### src/rtl/motor_arm_sequencer.sv
// motor_arm_sequencer: arm/disarm supervisor in front of the four PWM generators.
// Ports: clk, rst (async, active high); rx_valid/throttle_cmd/yaw_cmd receiver frame;
//        motor_cmd_in -> motor_cmd_out (4 x 8b lanes); armed, failsafe, state status.
module motor_arm_sequencer #(
  parameter logic [7:0]  THR_LOW  = 8'd10,
  parameter logic [7:0]  YAW_HI   = 8'd240,
  parameter logic [7:0]  YAW_LO   = 8'd15,
  parameter int unsigned ARM_HOLD = 50,
  parameter logic [7:0]  IDLE     = 8'd20,
  parameter int unsigned RAMP_DIV = 1000,
  parameter int unsigned TIMEOUT  = 500000
) (
  input  logic        clk,
  input  logic        rst,
  input  logic        rx_valid,
  input  logic [7:0]  throttle_cmd,
  input  logic [7:0]  yaw_cmd,
  input  logic [31:0] motor_cmd_in,
  output logic [31:0] motor_cmd_out,
  output logic        armed,
  output logic        failsafe,
  output logic [1:0]  state
);

  localparam int GW = $clog2(ARM_HOLD + 1);
  localparam int WW = $clog2(TIMEOUT + 1);
  localparam int RW = (RAMP_DIV > 1) ? $clog2(RAMP_DIV) : 1;

  localparam logic [GW-1:0] GMAX = GW'(ARM_HOLD);
  localparam logic [WW-1:0] WMAX = WW'(TIMEOUT);
  localparam logic [RW-1:0] RMAX = RW'(RAMP_DIV - 1);

  typedef enum logic [1:0] {
    S_DISARMED = 2'b00,
    S_SPINUP   = 2'b01,
    S_ARMED    = 2'b10,
    S_FAILSAFE = 2'b11
  } state_t;

  state_t        state_q, state_n;
  logic [GW-1:0] gcnt_q, gcnt_n;
  logic [WW-1:0] wcnt_q, wcnt_n;
  logic [RW-1:0] rdiv_q, rdiv_n;
  logic [7:0]    ramp_q, ramp_n;
  logic [31:0]   out_q, out_n;

  logic arm_g, disarm_g, qual;
  logic timeout, step, chg;

  assign arm_g    = (throttle_cmd <= THR_LOW) && (yaw_cmd >= YAW_HI);
  assign disarm_g = (throttle_cmd <= THR_LOW) && (yaw_cmd <= YAW_LO);
  assign timeout  = (wcnt_q == WMAX);
  assign step     = (rdiv_q == RMAX);
  assign chg      = (state_n != state_q);

  // Only DISARMED and ARMED have a gesture; other states just clear the count.
  always_comb begin
    qual = 1'b0;
    unique case (1'b1)
      (state_q == S_DISARMED): qual = arm_g;
      (state_q == S_ARMED):    qual = disarm_g;
      default:                 qual = 1'b0;
    endcase
  end

  always_comb begin
    state_n = state_q;
    case (state_q)
      S_DISARMED:
        if (gcnt_q == GMAX) state_n = S_SPINUP;
      S_SPINUP:
        if (timeout) state_n = S_FAILSAFE;
        else if (ramp_q == IDLE) state_n = S_ARMED;
      S_ARMED:
        if (timeout) state_n = S_FAILSAFE;
        else if (gcnt_q == GMAX) state_n = S_DISARMED;
      S_FAILSAFE:
        if (out_q == '0) state_n = S_DISARMED;
      default:
        state_n = S_DISARMED;
    endcase
  end

  always_comb begin
    gcnt_n = gcnt_q;
    if (chg) begin
      gcnt_n = '0;
    end else if (rx_valid) begin
      if (!qual) gcnt_n = '0;
      else if (gcnt_q != GMAX) gcnt_n = gcnt_q + GW'(1);
    end
  end

  always_comb begin
    wcnt_n = wcnt_q;
    if (rx_valid) wcnt_n = '0;
    else if (!timeout) wcnt_n = wcnt_q + WW'(1);
  end

  // Step timer and ramp restart from zero on every state entry.
  always_comb begin
    rdiv_n = '0;
    ramp_n = '0;
    if (!chg && (state_q == S_SPINUP ||
                 state_q == S_FAILSAFE)) begin
      rdiv_n = step ? '0 : rdiv_q + RW'(1);
      ramp_n = ramp_q;
      if (step && state_q == S_SPINUP &&
          ramp_q != 8'hff)
        ramp_n = ramp_q + 8'd1;
    end
  end

  // Outputs follow the state being entered, so a transition edge
  // already presents the new state's commands.
  always_comb begin
    out_n = '0;
    for (int i = 0; i < 4; i++) begin
      case (state_n)
        S_SPINUP:
          out_n[8*i +: 8] = ramp_n;
        S_ARMED:
          out_n[8*i +: 8] =
            (motor_cmd_in[8*i +: 8] > IDLE) ?
            motor_cmd_in[8*i +: 8] : IDLE;
        S_FAILSAFE:
          if (!chg && step &&
              out_q[8*i +: 8] != 8'd0)
            out_n[8*i +: 8] = out_q[8*i +: 8] - 8'd1;
          else
            out_n[8*i +: 8] = out_q[8*i +: 8];
        default:
          out_n[8*i +: 8] = 8'd0;
      endcase
    end
  end

  always_ff @(posedge clk or posedge rst) begin
    if (rst) begin
      state_q <= S_DISARMED;
      gcnt_q  <= '0;
      wcnt_q  <= '0;
      rdiv_q  <= '0;
      ramp_q  <= '0;
      out_q   <= '0;
    end else begin
      state_q <= state_n;
      gcnt_q  <= gcnt_n;
      wcnt_q  <= wcnt_n;
      rdiv_q  <= rdiv_n;
      ramp_q  <= ramp_n;
      out_q   <= out_n;
    end
  end

  assign motor_cmd_out = out_q;
  assign armed         = (state_q == S_ARMED);
  assign failsafe      = (state_q == S_FAILSAFE);
  assign state         = state_q;

endmodule

### config.mk
export PLATFORM = sky130hd
export DESIGN_NAME = motor_arm_sequencer
export DESIGN_NICKNAME = d
export VERILOG_FILES = /design/src/rtl/motor_arm_sequencer.sv
export SDC_FILE = /design/constraint.sdc
export NUM_CORES = 1
export LEC_CHECK = 0
export CAP_MARGIN = 25
export CORE_MARGIN = 2
export CORE_UTILIZATION = 45
export DETAILED_ROUTE_END_ITERATION = 6
export PLACE_DENSITY_LB_ADDON = 0.3
export SYNTH_ARGS = -nofsm -noshare
export SYNTH_HDL_FRONTEND = slang
export SYNTH_SLANG_ARGS = --single-unit
### constraint.sdc
create_clock -name clk -period 2.9 [get_ports clk]
set_input_delay 0.435 -clock clk [delete_from_list [all_inputs] [get_ports clk]]
set_output_delay 0.435 -clock clk [all_outputs]
set_load 0.05 [all_outputs]
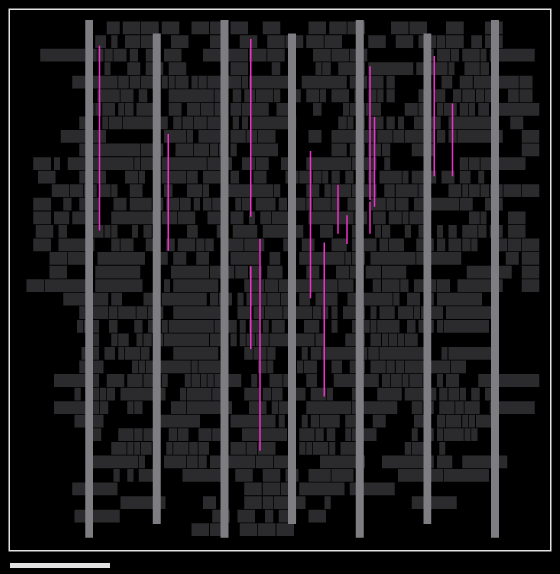
**Above:** metal 4.
The bar under the picture is 20 um long. Supply wires on this layer in gray.
main direction: vertical
share of all routed wire: 2.2%
vias: 4985
Routed WL: 14300 um

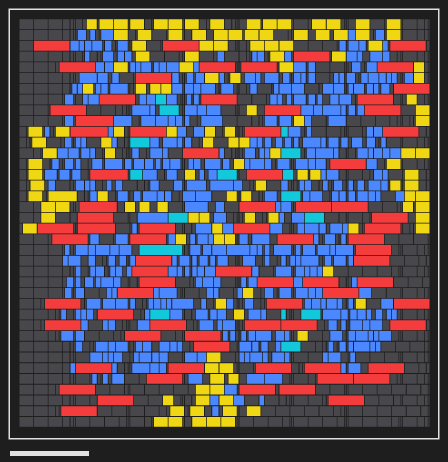
**Above:** placement by cell class.
The bar under the picture is 20 um long. Fill, decap, tap and diode cells in gray.
legend:
  clock drivers and dummy loads:
    color: cyan
    cells: 16
  other buffers and delay cells:
    color: yellow
    cells: 135
  flip-flops:
    color: red
    cells: 77
  all other logic:
    color: blue
    cells: 478
final design utilization: 0.605
sequential share of cell area: 0.297
core area: 10700 um2

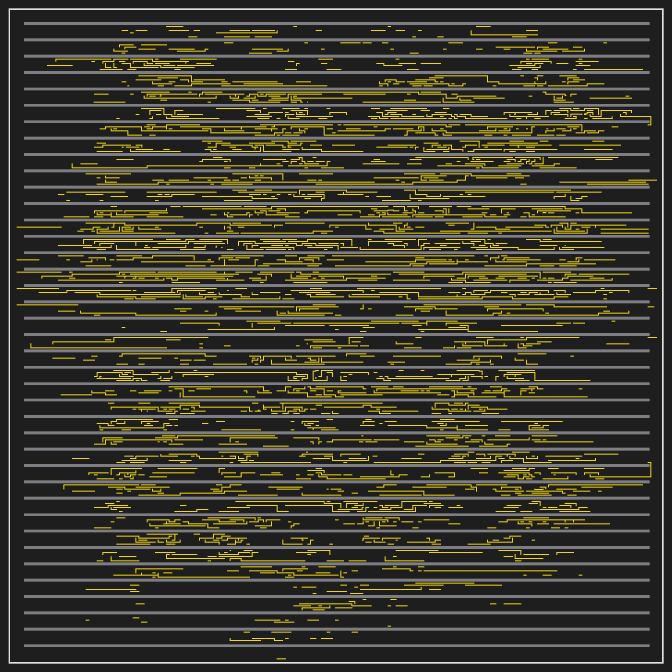
**Above:** metal 1.
Supply wires on this layer in gray.
main direction: horizontal
share of all routed wire: 42%
nets with wire on the layer: 709
longest straight run: 35.9 um
GR Util met1: 0.337

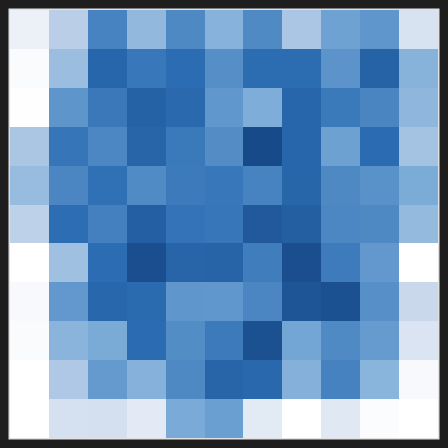
**Above:** cell area per tile.
11 x 11 tiles, from white (low) to dark blue (high), 0 to 100% covered.
densest ninth of the die: middle
mean over tiles: 54%
nearly empty tiles: 6.6%
fullest tile: 90%
tiles over 75% full: 25%
Init Core Util: 0.456

==> results.json <==
{
  "gp_congestion": 0.906,
  "rows": 38,
  "run_status": "finished, final reports clean",
  "yosysWarnings": 0,
  "warnings": 37,
  "regToRegStartpoint": "motor_cmd_out[13]",
  "p_leak_nw": 2.73,
  "synth.distinct_cells": 59,
  "logic_gate_count": 458,
  "ff_count": 77,
  "synth.top_cells.by_count": "nor2_1, dfrtp_1, nand2_1",
  "grt_pass1_vias": 4775,
  "power_frac_seq": 0.521,
  "fillCellCount": 933,
  "dr.pass1.iters": 5,
  "most_common_cell": "nor2_1",
  "rrSetupSlack_ns": 0.08,
  "slowest_delay_ns": 0.53,
  "path_cells": "nor4_4, or4b_4, or4_4, a32o_2, a21o_4, buf_4, nor2_1, a31oi_1",
  "comb_area_share": 0.444,
  "drtIter0Drc": 435,
  "drive_gt1_frac": 0.143,
  "switching_share": 0.242,
  "final.setup.tns_ns": 0,
  "path_class": "reg2reg",
  "cts_sinks": 77,
  "vdd_drop_max_mv": 0.168,
  "yosys.stat.seqShare": 0.393,
  "port_buffers": 82,
  "holdBufCountCts": 0,
  "arrival_ns": 3.04,
  "clkTransAtPathRegs_ns": 0.09,
  "cp_max_fo": 7,
  "cpMaxStageDelayCell": "or4_4",
  "ctsResizeCount": 2,
  "hold_class": "in2async",
  "drv_slew": 0,
  "r2r_cells": 8,
  "vias_per_cell": 5.89,
  "largest_area_cell": "dfrtp_1"
}
## flip-flops by register name, summed over array words and instances, names as in the netlist
register,count
rdiv_q,10
motor_cmd_out,32
gcnt_q,6
state,2
wcnt_q,19
ramp_q,8
## how the worst min path moves through the flow
stage	from	to	depth (start not counted)
2_1_floorplan	rdiv_q[0]	rdiv_q[0]	1
3_3_place_gp	rdiv_q[0]	rdiv_q[0]	1
3_5_place_dp	rdiv_q[0]	rdiv_q[0]	1
4_1_cts	rst	motor_cmd_out[0]	2
5_1_grt	rst	motor_cmd_out[1]	2
6_report	rst	motor_cmd_out[0]	2
## cells by family (layout without fill, tap and decap cells)
group                    after synthesis  after routing  synth area share
AND/OR/NAND/NOR                      273            273             0.284
buffers and inverters                 39            171            0.0355
multiplexers                           2              2           0.00434
adder cells (fa/ha/maj)               14             14            0.0358
flip-flops                            77             77             0.393
XOR/XNOR                              41             41            0.0733
AND-OR/OR-AND                        128            128             0.174
## per-stage QoR
step           total power (W)  hold slack (ns)  cell area (um2)
2_1_floorplan          0.00116            0.433             4910
3_3_place_gp           0.00125            0.469             6190
3_5_place_dp           0.00126            0.480             6190
4_1_cts                0.00210            0.404             6400
5_1_grt                0.00215            0.427             6500
6_report               0.00209            0.389             6500
## routing by layer
| layer | vias to the layer above | GRT usage | share of wire |
|---|---|---|---|
| met5 | - | 0 | 0 |
| li1 | 2331 | - | - |
| met2 | 228 | 0.389 | 0.48 |
| met3 | 31 | 0.0398 | 0.078 |
| met1 | 2395 | 0.337 | 0.42 |
| met4 | 0 | 0.0897 | 0.022 |
## worst max-delay path: cells and delay by family (launching register included)
family	cells	cell delay (ns)
compound gates	3	0.64
buf+inv	1	0.16
simple gates	4	1.45
flops	1	0.43
No activity file was given, so power comes from the tool's default toggle rates.
